==> config.mk <==
export PLATFORM = sky130hd
export DESIGN_NAME = pq_access_arbiter
export DESIGN_NICKNAME = d
export VERILOG_FILES = /design/src/rtl/node_types.sv /design/src/rtl/pq_access_arbiter_pkg.sv /design/src/rtl/rr_arbiter.sv /design/src/rtl/pq_access_arbiter.sv
export SDC_FILE = /design/constraint.sdc
export NUM_CORES = 1
export LEC_CHECK = 0
export CAP_MARGIN = 20
export CORE_AREA = 2 2 104 106
export CTS_CLUSTER_SIZE = 20
export DETAILED_ROUTE_END_ITERATION = 16
export DIE_AREA = 0 0 106 108
export MAX_ROUTING_LAYER = met4
export PLACE_DENSITY = 0.81
export SYNTH_ARGS = -nofsm -noshare
export SYNTH_HDL_FRONTEND = slang
export SYNTH_SLANG_ARGS = --single-unit
==> constraint.sdc <==
create_clock -name clk -period 8.4 [get_ports clk]
set_input_delay 1.68 -clock clk [delete_from_list [all_inputs] [get_ports clk]]
set_output_delay 1.68 -clock clk [all_outputs]
set_load 0.02 [all_outputs]
==> src/rtl/node_types.sv <==
// Search node carried through the open list; f is the priority key (lower pops first).
package node_types;
  typedef struct packed {
    logic [15:0] f;
    logic [15:0] id;
  } node_t;
endpackage

==> src/rtl/pq_access_arbiter_pkg.sv <==
// Shared types for the open-list access arbiter.
package pq_access_arbiter_pkg;
  typedef enum logic {
    IDLE     = 1'b0,
    POP_WAIT = 1'b1
  } pq_arb_state_e;
endpackage

==> src/rtl/rr_arbiter.sv <==
// Round-robin pick: first set request at or after ptr, wrapping. Combinational, no backpressure of its own.
module rr_arbiter #(
  parameter int N  = 4,
  parameter int IW = (N > 1) ? $clog2(N) : 1
) (
  input  logic [N-1:0]  req,
  input  logic [IW-1:0] ptr,
  output logic [N-1:0]  gnt,
  output logic [IW-1:0] idx,
  output logic          any
);
  logic [IW-1:0] cand;

  always_comb begin
    gnt  = '0;
    idx  = '0;
    any  = 1'b0;
    cand = '0;
    for (int i = 0; i < N; i++) begin
      cand = IW'((int'(ptr) + i) % N);
      if (!any && req[cand]) begin
        any       = 1'b1;
        gnt[cand] = 1'b1;
        idx       = cand;
      end
    end
  end
endmodule

==> src/rtl/pq_access_arbiter.sv <==
// Shares one priority queue between N_PUSH push ports and one pop port; one command per cycle.
// Grants are combinational; popped node appears 1 cycle after pop_ready. Full blocks pushes, empty blocks pops.
module pq_access_arbiter
  import node_types::*;
  import pq_access_arbiter_pkg::*;
#(
  parameter int N_PUSH = 4,
  parameter int CNT_W  = 16
) (
  input  logic                    clk,
  input  logic                    rst,
  input  logic [N_PUSH-1:0]       push_valid,
  input  node_t [N_PUSH-1:0]      push_node,
  output logic [N_PUSH-1:0]       push_ready,
  input  logic                    pop_req,
  output logic                    pop_ready,
  output logic                    pop_valid,
  output node_t                   pop_node,
  output logic                    pq_insert_enable,
  output logic                    pq_pop_enable,
  output node_t                   pq_node_in,
  input  logic                    pq_empty,
  input  logic                    pq_full,
  input  node_t                   pq_node_out,
  output logic [CNT_W-1:0]        push_count,
  output logic [CNT_W-1:0]        pop_count
);
  localparam int PW = (N_PUSH > 1) ? $clog2(N_PUSH) : 1;

  pq_arb_state_e     state;
  logic [PW-1:0]     rr_ptr;
  logic              last_was_pop;
  logic [N_PUSH-1:0] rr_gnt;
  logic [PW-1:0]     rr_idx;
  logic              rr_any;
  logic              pop_elig;
  logic              push_elig;
  logic              grant_push;
  logic              grant_pop;
  logic [N_PUSH-1:0] prev_push_pend;
  logic              prev_pop_pend;

  rr_arbiter #(.N(N_PUSH), .IW(PW)) u_rr (
    .req (push_valid),
    .ptr (rr_ptr),
    .gnt (rr_gnt),
    .idx (rr_idx),
    .any (rr_any)
  );

  // Under contention the side that lost last time wins, so neither starves.
  always_comb begin
    pop_elig   = pop_req && !pq_empty && (state == IDLE) && !rst;
    push_elig  = rr_any && !pq_full && !rst;
    grant_push = push_elig && (!pop_elig || last_was_pop);
    grant_pop  = pop_elig && !grant_push;
  end

  assign push_ready       = grant_push ? rr_gnt : '0;
  assign pq_insert_enable = grant_push;
  assign pq_pop_enable    = grant_pop;
  assign pop_ready        = grant_pop;
  assign pq_node_in       = grant_push ? push_node[rr_idx] : '0;
  assign pop_valid        = (state == POP_WAIT) && !rst;
  assign pop_node         = pop_valid ? pq_node_out : '0;

  always_ff @(posedge clk) begin
    if (rst) begin
      state          <= IDLE;
      rr_ptr         <= '0;
      last_was_pop   <= 1'b0;
      push_count     <= '0;
      pop_count      <= '0;
      prev_push_pend <= '0;
      prev_pop_pend  <= 1'b0;
    end else begin
      case (state)
        IDLE:     if (grant_pop) state <= POP_WAIT;
        POP_WAIT: state <= IDLE;
        default:  state <= IDLE;
      endcase

      if (grant_push) begin
        last_was_pop <= 1'b0;
        rr_ptr       <= (rr_idx == PW'(N_PUSH - 1)) ? '0 : rr_idx + PW'(1);
        if (push_count != '1) push_count <= push_count + CNT_W'(1);
      end else if (grant_pop) begin
        last_was_pop <= 1'b1;
        if (pop_count != '1) pop_count <= pop_count + CNT_W'(1);
      end

      prev_push_pend <= push_valid & ~push_ready;
      prev_pop_pend  <= pop_req & ~pop_ready;

      assert (!(pq_insert_enable && pq_pop_enable));
      assert ($onehot0(push_ready));
      assert ((prev_push_pend & ~push_valid) == '0);
      assert (!(prev_pop_pend && !pop_req));
    end
  end
endmodule

==> impl_metrics.py, run 1 <==
# Generated from Yosys and OpenROAD reports
metrics = {
    "run_status": {
        "outcome": "complete, no violations",
    },
    "setup_path": {
        "worst-path-buf-inv": 3,
        "rr_worst_depth": 7,
        "start_kind": "input pin",
        "path_cells": "clkdlybuf4s50_1 > nor4_2 > a2111o_1 > inv_1 > a31oi_4 > o22ai_1 > clkdlybuf4s50_1",
        "r2r-end": "rr_ptr[1]",
        "slowest_stage": "a31oi_4",
        "critPathLaunch": "push_valid[0]",
        "ff2ff_setup_slack_ps": 4910,
        "cp_max_fo": 32,
        "crit_family": "AND-OR/OR-AND gates",
    },
    "floorplanning": {
        "die_w_um": 106,
        "io_pins": 273,
        "fp_util_pct": 34.76,
        "die-area_um2": 11450,
        "die_h_um": 108,
    },
    "clock_tree": {
        "clockRootBuffer": "clkbuf_8",
        "post_cts_resized": 0,
        "ctsHtreeMaxLevel": 2,
        "cts_tree": "built",
        "cts_setup_buffers": 0,
    },
    "routing": {
        "wl_per_cell_um": 17.22,
        "drtIter0Drc": 205,
        "num_vias": 4332,
        "final_antenna_net_count": 0,
        "first_pass_iters": 6,
        "drt_wl_total_mm": 14.31,
        "met3_length_mm": 1.035,
    },
    "global_routing": {
        "grt_pass1_vias": 4241,
        "grt_max_degree": 38,
        "grt.overflow.total": 0,
        "met2_usage_pct": 45.76,
        "grt_pass1_wl_mm": 21.28,
    },
    "layout": {
        "inverters_excl_clock": 15,
        "stdcell_count": 831,
        "nets": 871,
        "buffer_area_share_pct": 43.49,
        "syn_to_final_growth_pct": 81.70,
        "n_fill_cell": 854,
        "comb_share_pct": 40.10,
        "nMultiInputCombCells": 353,
        "post-route-util_pct": 63.15,
        "numSequentialCells": 36,
        "final_area_um2": 6461,
        "layout-drive-gt1-share_pct": 4.473,
        "final-clk-cell-share_pct": 1.665,
        "flop_area_um2": 720.7,
        "top_regs": "pop_count: 16 flops, push_count: 16 flops, rr_ptr: 2 flops",
    },
    "timing": {
        "period_needed_ps": 7001,
        "finClkSkew_ps": 10.66,
        "setup_slack_ps": 1399,
        "tightest_slew_ps": 1114,
        "fin_setup_tns_ps": 0,
        "max_freq_mhz": 142.8,
        "finalCritPeriodShare_pct": 83.35,
        "finalSetupViolCount": 0,
        "rsz0062_at_grt": "false",
    },
    "place": {
        "placed_cell_area_um2": 6341,
        "dp_slack_ps": 1440,
    },
    "worst_hold_path": {
        "min_to": "pop_count[1]",
        "hold_class": "register to register",
        "min-delay-start": "pop_count[1]",
        "holdPathStages": 2,
    },
    "logic_synthesis": {
        "synth.logic.top_family": "simple AND/OR/NAND/NOR gates",
        "yosys.area.top_type": "dfxtp_1",
        "yosys_cells": 441,
        "simple_gate_area_share_pct": 26.95,
        "synth_top_area_share_pct": 20.27,
        "area_leaders": "dfxtp_1, mux2i_1, xnor2_1",
        "synth.distinct_cells": 47,
        "most_common_cell": "mux2i_1",
        "yosysSeqAreaShare_pct": 20.27,
        "adder_share_pct": 3.519,
        "synth-async-reset-ratio_pct": 0,
        "synth.net_count": 620,
    },
    "pwr": {
        "netSwitchingFraction_pct": 34.10,
        "p_sw_uw": 242.2,
        "pg_comb_uw": 378,
        "vdd_drop_max_mv": 0.09210,
        "comb_power_share_pct": 53.2,
    },
    "run": {
        "warning_count": 33,
    },
}
Run 1, wires at chosen ports, followed through buffers:
The bar under the picture is 20 um long.
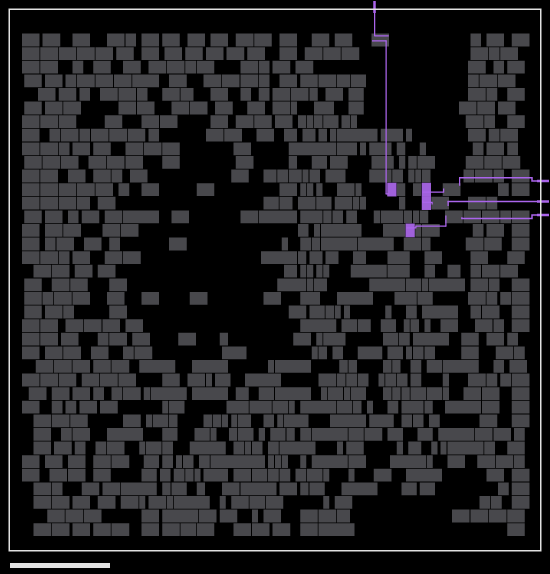
| port | color | bits | direction | edge | end cells | buffers | wire |
|---|---|---|---|---|---|---|---|
| push_ready | purple | 4 | output | 3 right, 1 top | 4 | 4 | 111 um |

Run 1, clock wiring as the flow saved it:
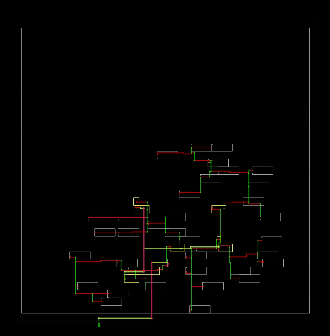
P_clk: 152 uW
clock buffer count: 6
CTS sink cnt: 36

Run 1, sequential cells grouped by signal name:
The bar under the picture is 20 um long. Other sequential cells in the stronger gray, the rest of the logic in the fainter gray.
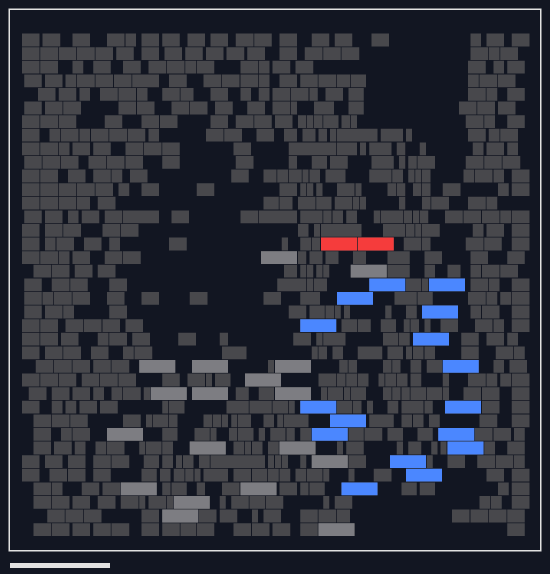
| name in the netlist | color | placed flops |
|---|---|---|
| rr_ptr | red | 2 |
| push_count | blue | 16 |
not colored: 18

==> run 1 -> run 2 <==
CORE_AREA = unset   (was 2 2 104 106)
CORE_UTILIZATION = 31   (was unset)
DIE_AREA = unset   (was 0 0 106 108)
PLACE_DENSITY = 0.77   (was 0.81)
clock period = 6.35 ns   (was 8.4 ns; I/O delays follow)
Run 2, wires at chosen ports, followed through buffers:
The bar under the picture is 20 um long.
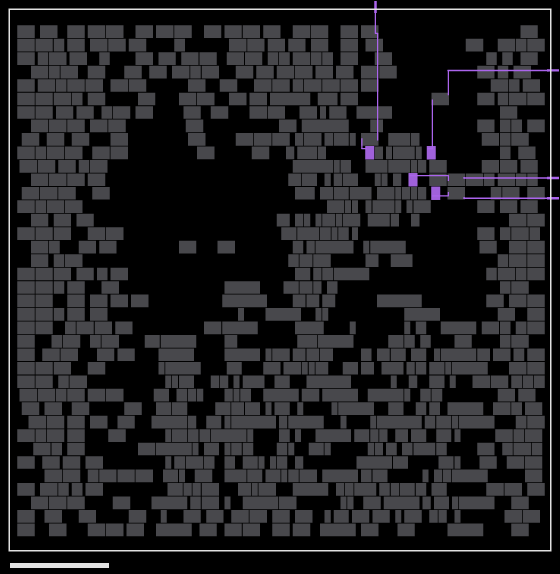
| port | color | bits | direction | edge | end cells | buffers | wire |
|---|---|---|---|---|---|---|---|
| push_ready | purple | 4 | output | 3 right, 1 top | 4 | 4 | 112 um |

Run 2, sequential cells grouped by signal name:
The bar under the picture is 20 um long. Other sequential cells in the stronger gray, the rest of the logic in the fainter gray.
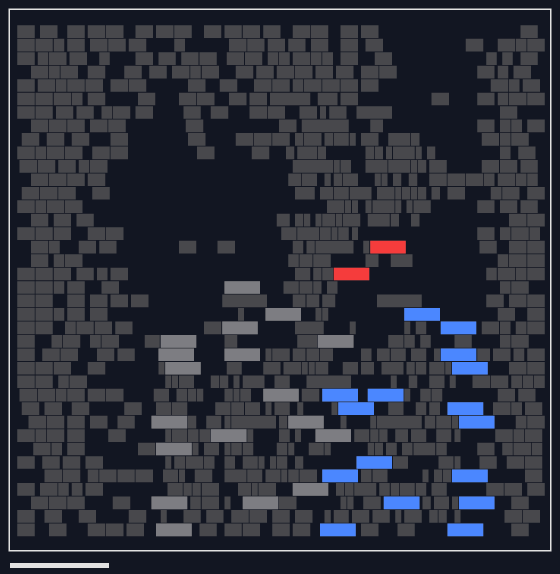
| name in the netlist | color | placed flops |
|---|---|---|
| push_count | blue | 16 |
| rr_ptr | red | 2 |

==> run 2 against run 1 <==
Compared with the run above:
- worst hold slack worse by 23 ps
- register-to-register slack worse by 1800 ps
- synthesized area unchanged
- die size up 4.0%
- cell area up 0.56%
- clock skew down 2.9 ps
- via count is 0.90% lower
- clock-buffer cell count is 1 lower
- wire length down 3.8%
==> impl_metrics.py, run 2 <==
# Generated from Yosys and OpenROAD reports
metrics = {
    "layout": {
        "clockBufferCount": 5,
        "stdcell_count": 834,
        "numSequentialCells": 36,
        "layout-drive-gt1-share_pct": 4.618,
        "post-route-util_pct": 58.90,
        "final_area_um2": 6497,
        "inverters_excl_clock": 15,
        "comb_share_pct": 39.88,
        "nMultiInputCombCells": 353,
    },
    "timing": {
        "finalCritPeriodShare_pct": 93.37,
        "tightest_slew_ps": 964.9,
        "setup_slack_ps": 421.3,
        "fin_setup_tns_ps": 0,
        "finalSetupViolCount": 0,
        "finClkSkew_ps": 7.784,
        "period_needed_ps": 5929,
        "max_freq_mhz": 168.7,
    },
    "clock_tree": {
        "cts_setup_buffers": 0,
        "ctsHtreeMaxLevel": 2,
        "clockRootBuffer": "clkbuf_16",
        "post_cts_resized": 0,
    },
    "global_routing": {
        "grt_pass1_wl_mm": 20.01,
        "grt_max_degree": 51,
        "met2_usage_pct": 41.51,
        "grt_pass1_vias": 3988,
    },
    "logic_synthesis": {
        "synth-async-reset-ratio_pct": 0,
        "synth_top_area_share_pct": 20.27,
        "synth.distinct_cells": 47,
        "yosys_cells": 441,
        "adder_share_pct": 3.519,
        "synth.logic.top_family": "simple AND/OR/NAND/NOR gates",
        "most_common_cell": "mux2i_1",
        "yosys.area.top_type": "dfxtp_1",
        "yosysSeqAreaShare_pct": 20.27,
        "area_leaders": "dfxtp_1, mux2i_1, xnor2_1",
        "simple_gate_area_share_pct": 26.95,
        "synth.net_count": 620,
    },
    "setup_path": {
        "r2r-end": "rr_ptr[1]",
        "worst-path-buf-inv": 2,
        "slowest_stage": "a31oi_4",
        "ff2ff_setup_slack_ps": 3140,
        "path_cells": "clkdlybuf4s50_1 > or3b_1 > or3b_1 > and3_1 > a31oi_4 > o22ai_1 > clkdlybuf4s50_1",
        "rr_worst_depth": 8,
        "critPathLaunch": "push_valid[1]",
        "start_kind": "input pin",
        "crit_family": "buffers and inverters",
    },
    "floorplanning": {
        "io_pins": 273,
        "die_w_um": 109.1,
        "die_h_um": 109.1,
        "fp_util_pct": 32.24,
    },
    "worst_hold_path": {
        "hold_class": "register to register",
        "min-delay-start": "push_count[1]",
        "min_to": "push_count[1]",
    },
    "routing": {
        "drtIter0Drc": 146,
        "wl_per_cell_um": 16.51,
        "final_antenna_net_count": 0,
    },
    "pwr": {
        "clock_power_uw": 244,
        "pg_comb_uw": 496,
        "p_sw_uw": 334.8,
    },
    "run_status": {
        "outcome": "complete, no violations",
    },
    "place": {
        "placed_cell_area_um2": 6346,
        "dp_slack_ps": 456.6,
    },
}
==> run 2 -> run 3 <==
SLEW_MARGIN = 30   (was unset)
Run 3, routed metal, one color a layer:
Two of the layers only.
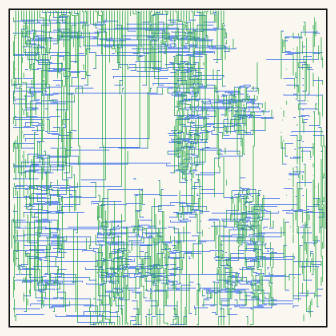
| layer | color | wire length |
|---|---|---|
| M1 | blue | 5,100 um |
| M2 | green | 7,330 um |

Run 3, clock wiring as the flow saved it:
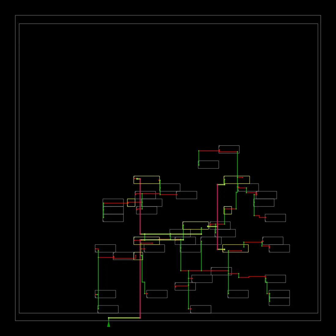
TritonCTS buffer count: 5
clock skew: 9.558 ps
clk latency late pin: 280 ps
seq_cells: 36

==> run 3 against run 2 <==
Compared with the run above:
- clock skew up 1.8 ps
- setup slack better by 31 ps
- critical path depth unchanged
- global-route usage up 0.19 points
- wire length up 0.46%
- largest power group unchanged
==> impl_metrics.py, run 3 <==
# Generated from Yosys and OpenROAD reports
metrics = {
    "run_status": {
        "outcome": "complete, no violations",
    },
    "logic_synthesis": {
        "synth-async-reset-ratio_pct": 0,
        "simple_gate_area_share_pct": 26.95,
        "adder_share_pct": 3.519,
        "most_common_cell": "mux2i_1",
        "yosysSeqAreaShare_pct": 20.27,
        "synth.distinct_cells": 47,
        "synth.logic.top_family": "simple AND/OR/NAND/NOR gates",
        "area_leaders": "dfxtp_1, mux2i_1, xnor2_1",
        "synth_top_area_share_pct": 20.27,
        "yosys_cells": 441,
    },
    "layout": {
        "layout-drive-gt1-share_pct": 4.480,
        "clockBufferCount": 5,
        "stdcell_count": 835,
        "inverters_excl_clock": 15,
        "buffer_area_share_pct": 42.98,
        "final_area_um2": 6504,
        "final-clk-cell-share_pct": 2.289,
        "flop_area_um2": 720.7,
        "n_fill_cell": 969,
        "post-route-util_pct": 58.96,
    },
    "timing": {
        "tightest_slew_ps": 911.3,
        "finalCritPeriodShare_pct": 92.88,
        "rsz0062_at_grt": "false",
        "max_freq_mhz": 169.6,
        "fin_setup_tns_ps": 0,
        "setup_slack_ps": 452.1,
    },
    "setup_path": {
        "rr_worst_depth": 8,
        "cp_max_fo": 32,
        "worst-path-buf-inv": 2,
        "slowest_stage": "a31oi_4",
    },
    "global_routing": {
        "grt.overflow.total": 0,
        "grt_pass1_vias": 4015,
        "grt_pass1_wl_mm": 20.13,
        "met2_usage_pct": 41.69,
    },
    "place": {
        "placed_cell_area_um2": 6347,
    },
    "pwr": {
        "clock_power_uw": 243,
    },
    "routing": {
        "drt_wl_total_mm": 13.83,
        "met3_length_mm": 1.110,
        "wl_per_cell_um": 16.56,
        "num_vias": 4352,
        "drtIter0Drc": 154,
        "first_pass_iters": 4,
    },
    "floorplanning": {
        "die_w_um": 109.1,
        "fp_util_pct": 32.24,
    },
    "worst_hold_path": {
        "min-delay-start": "push_count[1]",
        "min_to": "push_count[1]",
    },
    "clock_tree": {
        "post_cts_resized": 0,
        "numClockSinks": 36,
        "clockRootBuffer": "clkbuf_16",
    },
}
Power figures rest on the tool's default switching activity, not on a simulated workload.
